File: src/rtl/commit_pc_tap.sv
// commit_pc_tap: serialises dual-port retire commits into one in-order PC trace stream.
// Ports:
//   clk, rst          clock and asynchronous active-high reset
//   trace_en          1 = capture commits, 0 = ignore commits while the FIFO keeps draining
//   commit_vld[1:0]   retire strobes, bit0 is the older instruction
//   commit_pc0/1      retired PCs for port 0 / port 1
//   piton_pc_vld      one-cycle pulse qualifying piton_pc
//   piton_pc          serialised committed PC, holds its value when idle
//   fifo_level        current FIFO occupancy
//   ovf_sticky        set on any dropped commit, cleared only by rst
//   drop_cnt          saturating count of dropped commits
//   loop_det          sticky self-loop flag
// Build option: define PC_TAP_LOOP_DETECT_EN to enable the self-loop detector;
// otherwise loop_det is tied low.
module commit_pc_tap #(
    parameter int DEPTH       = 8,
    parameter int PC_W        = 64,
    parameter int CNT_W       = 16,
    parameter int LOOP_THRESH = 64
) (
    input  logic                     clk,
    input  logic                     rst,
    input  logic                     trace_en,
    input  logic [1:0]               commit_vld,
    input  logic [PC_W-1:0]          commit_pc0,
    input  logic [PC_W-1:0]          commit_pc1,
    output logic                     piton_pc_vld,
    output logic [PC_W-1:0]          piton_pc,
    output logic [$clog2(DEPTH):0]   fifo_level,
    output logic                     ovf_sticky,
    output logic [CNT_W-1:0]         drop_cnt,
    output logic                     loop_det
);
    localparam int AW = $clog2(DEPTH);
    localparam int LW = AW + 1;

    if (DEPTH < 4 || (DEPTH & (DEPTH - 1)) != 0 || LOOP_THRESH < 2) begin : g_bad_cfg
        $error("commit_pc_tap: DEPTH must be a power of two >= 4 and LOOP_THRESH >= 2");
    end

    logic [PC_W-1:0]  mem [DEPTH];
    logic [AW-1:0]    wp_q, wp_d, rp_q, rp_d;
    logic [LW-1:0]    lvl_q, lvl_d, free;
    logic             vld_q, ovf_q, pop;
    logic [PC_W-1:0]  pc_q;
    logic [CNT_W-1:0] drop_q, drop_d;
    logic [CNT_W:0]   drop_sum;
    logic [1:0]       cand, n_cand, n_acc, n_drop;

    // Free space comes from the registered level only, so a same-cycle pop never
    // makes room for a push; candidates are taken oldest-first while space remains.
    always_comb begin
        cand     = commit_vld & {2{trace_en}};
        free     = LW'(DEPTH) - lvl_q;
        n_cand   = {1'b0, cand[0]} + {1'b0, cand[1]};
        n_acc    = (free >= LW'(2)) ? n_cand : (free != '0 && n_cand != '0) ? 2'd1 : 2'd0;
        n_drop   = n_cand - n_acc;
        pop      = lvl_q != '0;
        lvl_d    = lvl_q + LW'(n_acc) - LW'(pop);
        wp_d     = wp_q + AW'(n_acc);
        rp_d     = rp_q + AW'(pop);
        drop_sum = {1'b0, drop_q} + (CNT_W + 1)'(n_drop);
        drop_d   = drop_sum[CNT_W] ? '1 : drop_sum[CNT_W-1:0];
    end

    // Storage needs no reset: the pointers and level define which entries are live.
    always_ff @(posedge clk) begin
        if (n_acc != 2'd0) mem[wp_q] <= cand[0] ? commit_pc0 : commit_pc1;
        if (n_acc == 2'd2) mem[wp_q + AW'(1)] <= commit_pc1;
    end

    always_ff @(posedge clk or posedge rst) begin
        if (rst) begin
            wp_q   <= '0;
            rp_q   <= '0;
            lvl_q  <= '0;
            vld_q  <= 1'b0;
            pc_q   <= '0;
            ovf_q  <= 1'b0;
            drop_q <= '0;
        end else begin
            wp_q   <= wp_d;
            rp_q   <= rp_d;
            lvl_q  <= lvl_d;
            vld_q  <= pop;
            pc_q   <= pop ? mem[rp_q] : pc_q;
            ovf_q  <= ovf_q | (n_drop != 2'd0);
            drop_q <= drop_d;
        end
    end

`ifdef PC_TAP_LOOP_DETECT_EN
    localparam int CW = $clog2(LOOP_THRESH + 1);
    logic [CW-1:0] lcnt_q, lcnt_d;
    logic          loop_q, same;

    // The popped head is compared against pc_q, which still holds the previously
    // emitted PC; a zero count marks "nothing emitted yet" so the first PC starts at 1.
    always_comb begin
        same   = (lcnt_q != '0) && (mem[rp_q] == pc_q);
        lcnt_d = !pop ? lcnt_q :
                 !same ? CW'(1) :
                 (lcnt_q == CW'(LOOP_THRESH)) ? lcnt_q : lcnt_q + CW'(1);
    end

    always_ff @(posedge clk or posedge rst) begin
        if (rst) begin
            lcnt_q <= '0;
            loop_q <= 1'b0;
        end else begin
            lcnt_q <= lcnt_d;
            loop_q <= loop_q | (lcnt_q == CW'(LOOP_THRESH));
        end
    end

    assign loop_det = loop_q;
`else
    assign loop_det = 1'b0;
`endif

    assign piton_pc_vld = vld_q;
    assign piton_pc     = pc_q;
    assign fifo_level   = lvl_q;
    assign ovf_sticky   = ovf_q;
    assign drop_cnt     = drop_q;
endmodule

File: config.mk
export PLATFORM = sky130hd
export DESIGN_NAME = commit_pc_tap
export DESIGN_NICKNAME = d
export VERILOG_FILES = /design/src/rtl/commit_pc_tap.sv
export SDC_FILE = /design/constraint.sdc
export NUM_CORES = 1
export LEC_CHECK = 0
export CAP_MARGIN = 40
export CORE_AREA = 2 2 232 234
export DETAILED_ROUTE_END_ITERATION = 16
export DIE_AREA = 0 0 234 236
export PLACE_DENSITY_LB_ADDON = 0.1
export SKIP_CTS_REPAIR_TIMING = 1
export SLEW_MARGIN = 0
export SYNTH_ARGS = -nofsm -noshare
export SYNTH_HDL_FRONTEND = slang
export SYNTH_SLANG_ARGS = --single-unit
File: constraint.sdc
create_clock -name clk -period 16.6 [get_ports clk]
set_input_delay 2.49 -clock clk [delete_from_list [all_inputs] [get_ports clk]]
set_output_delay 2.49 -clock clk [all_outputs]
set_load 0.005 [all_outputs]
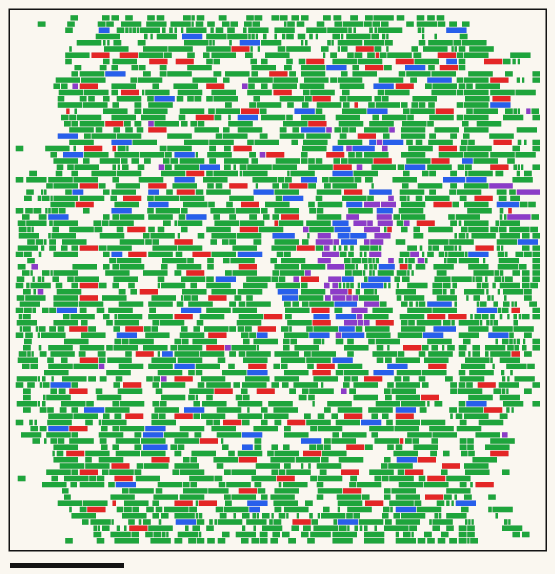
run_1/sizes.png
The bar under the picture is 50 µm long.
- red: _2 cells (cells 141)
- purple: _3 and _4 cells (cells 64)
- blue: _6 and larger (cells 103)
- green: _0 and _1 cells (cells 1747)

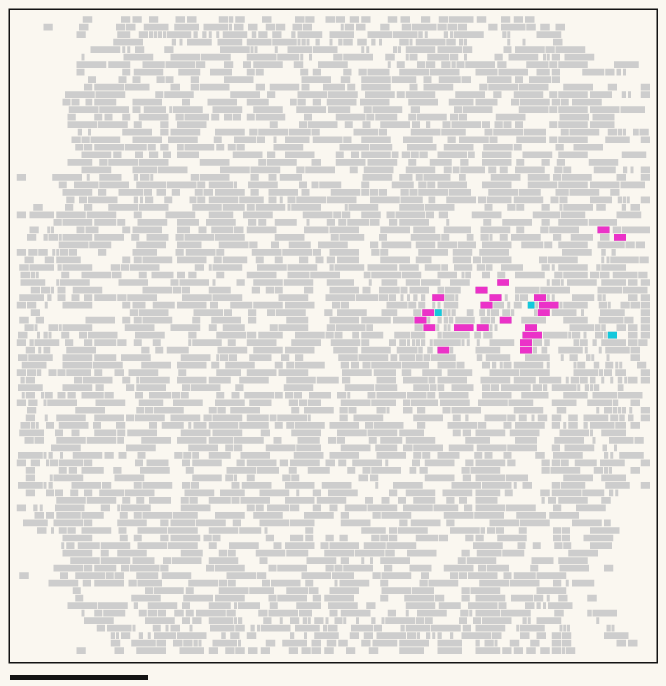
run_1/logic_types.png
The bar under the picture is 50 µm long.
- cyan: non-inverting ao/oa cells (cells 3)
- magenta: fa/ha/maj cells (cells 21; where right middle)

==> impl_metrics.json, run 1 <==
{
  "layout.filler_cells": 3853,
  "tightest_slew_ns": 0.9080,
  "required_ns": 16.92,
  "grt_pass1_vias": 19100,
  "synth-simple-area-share": 0.03236,
  "wl_um": 80980,
  "powerComb_w": 0.00170,
  "ff_latch_area_um2": 17690,
  "combAreaFraction": 0.3016,
  "fin_ws_ns": 10.03,
  "floorplan.die_area_um2": 55220,
  "clock_area_frac": 0.06004,
  "irDropWorstVdd_uv": 79.89,
  "layout.cells.non_filler": 2752,
  "cellLeakagePower_nw": 11.23,
  "ff_count": 604,
  "clock_root_buffer": "sky130_fd_sc_hd__clkbuf_16",
  "dp.final_hpwl_um": 46740,
  "ff_type": "sky130_fd_sc_hd__edfxtp_1",
  "path_depth": 13,
  "hold_path.startpoint": "piton_pc[35]$_DFFE_PP0N_",
  "area_share_nonclk_buffers": 0.08588,
  "worstReg2RegStart": "fifo_level[1]$_DFF_PP0_",
  "dp_slack_ns": 9.455,
  "cp_cell_sequence": "clkdlybuf4s50_1, and2_4, buf_4, inv_1, ha_1, nor3b_1, nand2_1, nor3_4, buf_4, buf_12, o21bai_4, buf_4, buf_16",
  "fin_tns_setup_ns": 0,
  "worstHoldPathType": "reg2reg",
  "combinationalPowerShare": 0.322,
  "clock-skew-final_ns": 0.01947,
  "run_status": "finished clean",
  "clock_sinks": 604,
  "effective_utilization_at_floorplan": 0.5507,
  "xor_share": 0.004795,
  "total_switching_power_w": 0.001617,
  "syn-mean-instance-area_um2": 15.41,
  "drt-met1-wl_um": 32200,
  "worst_hold_path.num_cells": 2,
  "cell_count_after_placement": 2637,
  "crit_top_cell": "sky130_fd_sc_hd__buf_4",
  "cts_inserted_buffers": 61,
  "design.portCount": 220,
  "cts_tree": "built",
  "p_clk_w": 0.00140,
  "top_cell_area_share": 0.5260,
  "openroad.warnings": 29,
  "holdPathEnd": "piton_pc[35]$_DFFE_PP0N_",
  "crit_arrival_ns": 6.89,
  "final.min_clock_period_ns": 6.568,
  "dieHeight_um": 236,
  "detail_route.iter0.violations": 2116,
  "die-width_um": 234,
  "logic_area_um2": 10170,
  "switching_share": 0.3068,
  "wire_per_inst_um": 29.43,
  "syn_area_um2": 29230,
  "fa_ha_area_frac": 0.009761,
  "dr_total_vias": 18660,
  "timing.slew.headroom": 0.3947,
  "synth.yosys.num_cells": 1897,
  "post_synth_mux_area_share": 0.1222,
  "synthesis.instances": 1897,
  "power_w": 0.005271,
  "worst-setup-path-type": "in2reg",
  "ant_nets": 0,
  "cp-end-kind": "flop"
}
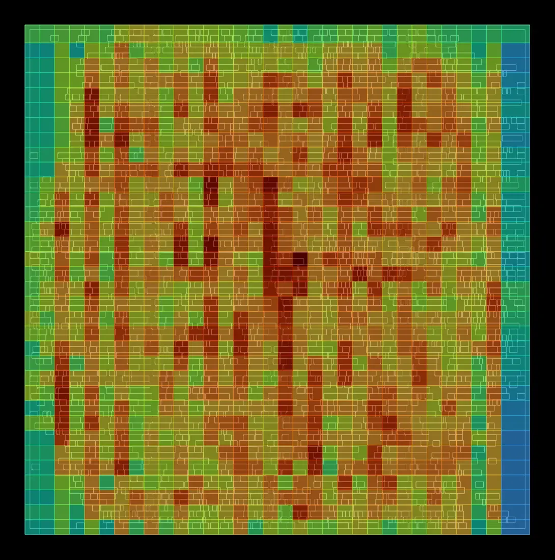
run_1/congestion.png
Total GRT Usage: 0.2976
global route hottest layer: met2
global-route track usage on met2: 0.4930
met3 usage: 0.04884
met1 layer usage reported by global route: 0.4125

run 1: cells in the final DEF, fill, tap and decap left out, drive strengths merged, types with 18 or more instances in the layout:
master	Yosys	routed
inv	21	22
o21ai	71	71
mux2i	65	65
ha	18	18
clkdlybuf4s50	0	218
buf	190	55
o2bb2ai	512	512
dfrtp	92	92
clkbuf	39	94
mux4	128	128
edfxtp	512	512
nand2	154	154
run 1: state kept, by name, summed over array words and instances, names as in the netlist:
name          flops
ovf_sticky        1
rp_q              3
fifo_level        4
mem             512
piton_pc         64
piton_pc_vld      1
wp_q              3
drop_cnt         16
run_1/flops_by_reg.png
The bar under the picture is 50 µm long. Other sequential cells in the stronger gray, the rest of the logic in the fainter gray.
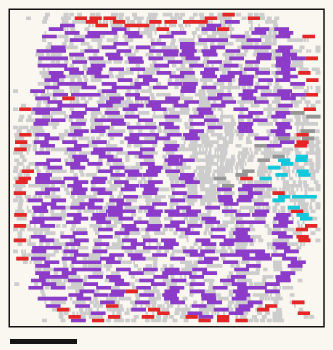

==> run 2, diff against run 1 <==
--- a/config.mk
+++ b/config.mk
@@ -6,9 +6,9 @@
 export NUM_CORES = 1
 export LEC_CHECK = 0
 export CAP_MARGIN = 40
-export CORE_AREA = 2 2 232 234
+export CORE_AREA = 2 2 238 240
 export DETAILED_ROUTE_END_ITERATION = 16
-export DIE_AREA = 0 0 234 236
+export DIE_AREA = 0 0 240 242
 export PLACE_DENSITY_LB_ADDON = 0.1
 export SKIP_CTS_REPAIR_TIMING = 1
 export SLEW_MARGIN = 0
==> constraint.sdc (replaced) <==
create_clock -name clk -period 5.8 [get_ports clk]
set_input_delay 0.87 -clock clk [delete_from_list [all_inputs] [get_ports clk]]
set_output_delay 0.87 -clock clk [all_outputs]
set_load 0.005 [all_outputs]
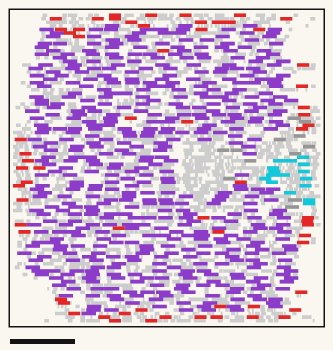
run_2/flops_by_reg.png
The bar under the picture is 50 µm long. Other sequential cells in the stronger gray, the rest of the logic in the fainter gray.
- purple: `mem` (sequential cells 512; where widely spread)
- red: `piton_pc` (sequential cells 64; where widely spread)
- cyan: `drop_cnt` (sequential cells 16; where right middle)
- not colored: 12

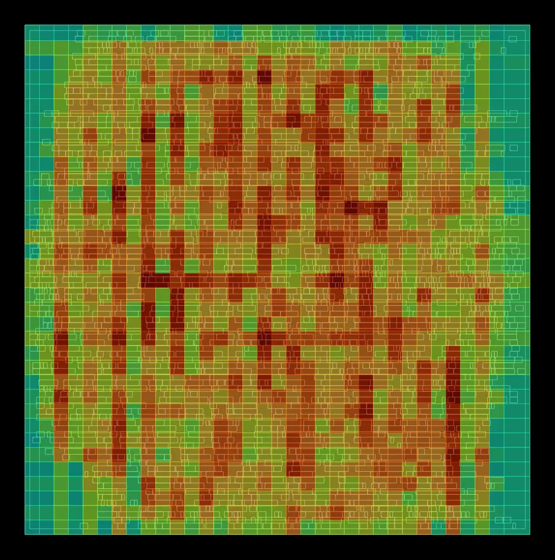
run_2/congestion.png
average detailed-routed wire length per instance: 29.29 µm
Total GRT Usage: 0.2878
global-route track usage on met2: 0.4637
final core utilization: 0.6063
met1 layer usage reported by global route: 0.3952

==> impl_metrics.json, run 2 <==
{
  "effective_utilization_at_floorplan": 0.5244,
  "dp_slack_ns": 1.536,
  "layout_top_cells_excl_fill_tap": "sky130_fd_sc_hd__o2bb2ai_1, sky130_fd_sc_hd__edfxtp_1, sky130_fd_sc_hd__clkdlybuf4s50_1, sky130_fd_sc_hd__nand2_1, sky130_fd_sc_hd__mux4_2",
  "clk_pin_slew_worst_paths_ns": 0.06,
  "grt_pass1_vias": 19160,
  "synth.yosys.num_cells": 1897,
  "holdPathEnd": "piton_pc[58]$_DFFE_PP0N_",
  "fa_ha_area_frac": 0.009761,
  "ys_sh_aoi": 0.1744,
  "largest_register_ffs": 512,
  "worst-setup-path-type": "reg2reg",
  "detail_route.iter0.violations": 2069,
  "syn-mean-instance-area_um2": 15.41,
  "combAreaFraction": 0.3011,
  "cts_inserted_buffers": 67,
  "fin_tns_setup_ns": 0,
  "design.portCount": 220,
  "crit_top_cell": "sky130_fd_sc_hd__buf_4",
  "required_ns": 6.04,
  "hold_path.startpoint": "piton_pc[58]$_DFFE_PP0N_",
  "power_w": 0.01503,
  "dp.final_hpwl_um": 45190,
  "synth.top_cells.by_area": "sky130_fd_sc_hd__edfxtp_1, sky130_fd_sc_hd__o2bb2ai_1, sky130_fd_sc_hd__mux4_2",
  "openroad.warnings": 30,
  "drt-met1-wl_um": 33590,
  "area_growth_syn_to_layout_pct": 15.61,
  "run_status": "finished clean",
  "final_nets": 2169,
  "yosysUniqueCellTypes": 48,
  "irDropWorstVdd_uv": 304.2,
  "post_synth_mux_area_share": 0.1222,
  "dieHeight_um": 242,
  "syn_area_um2": 29230,
  "logic_area_um2": 10170,
  "ff_type": "sky130_fd_sc_hd__edfxtp_1",
  "clock-skew-final_ns": 0.01583,
  "grt.busiest_layer": "met2",
  "timing.slew.headroom": 0.3986,
  "top_cell_area_share": 0.5260,
  "critPathSlowestCell": "sky130_fd_sc_hd__o21bai_4",
  "wl_um": 82800,
  "grt.met3_usage": 0.05401,
  "tightest_slew_ns": 0.9021,
  "cell_count_after_placement": 2702,
  "die-width_um": 240,
  "clock_sinks": 604,
  "largest_register": "mem",
  "worstHoldPathType": "reg2reg",
  "area_share_nonclk_buffers": 0.08391,
  "cp-end-kind": "flop",
  "cts_tree": "built",
  "cellLeakagePower_nw": 11.23,
  "final.min_clock_period_ns": 3.912,
  "floorplan.die_area_um2": 58080,
  "layout.cells.non_filler": 2827,
  "fin_ws_ns": 1.888,
  "synthesis.instances": 1897,
  "dr_total_vias": 18770,
  "ff_latch_area_um2": 17690,
  "clock_area_frac": 0.06084,
  "ant_nets": 0,
  "timing.final.setup_violations": 0,
  "layout.filler_cells": 4341,
  "ff_count": 604,
  "cp_cell_sequence": "inv_1, ha_1, a211oi_1, and4_2, buf_4, mux2_4, o21bai_4, buf_4",
  "wl_met3_um": 6890,
  "worst_hold_path.num_cells": 2,
  "xor_share": 0.004795
}
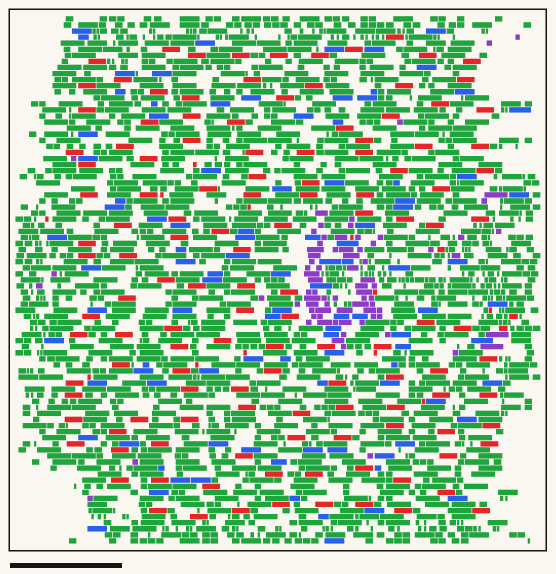
run_2/sizes.png
The bar under the picture is 50 µm long.
- green: _0 and _1 cells (cells 1747)
- red: _2 cells (cells 143)
- purple: _3 and _4 cells (cells 77)
- blue: _6 and larger (cells 101)

[run 2: cell counts after synthesis]
No cell type changed its count.
[run 2: cells by family (layout without fill, tap and decap cells)]
group / after synthesis / count (layout)
fa+ha+maj: 21 / 21
compound gates: 606 / 606
xor+xnor: 16 / 16
flops: 604 / 604
mux: 196 / 196
simple gates: 203 / 203
other cells: 1 / 4
buf+inv: 250 / 421
[run 2: power breakdown]
group          switching (W)  internal (W)  total (W)  leakage, nW
clock network        0.00173       0.00230    0.00403         1.01
registers           0.000550       0.00577    0.00632         5.75
logic                0.00242       0.00226    0.00468         4.46
[run 2: worst max-delay path, delay by kind of cell (launching register included)]
kind	cells	cell delay, ns
buffers and inverters	3	1.22
DFF	1	0.44
and+or+nand+nor	1	0.26
muxes	1	0.43
AOI/OAI and AO/OA	2	0.86
adders and majority gates	1	0.30
Power is estimated from default activity; no workload was simulated.
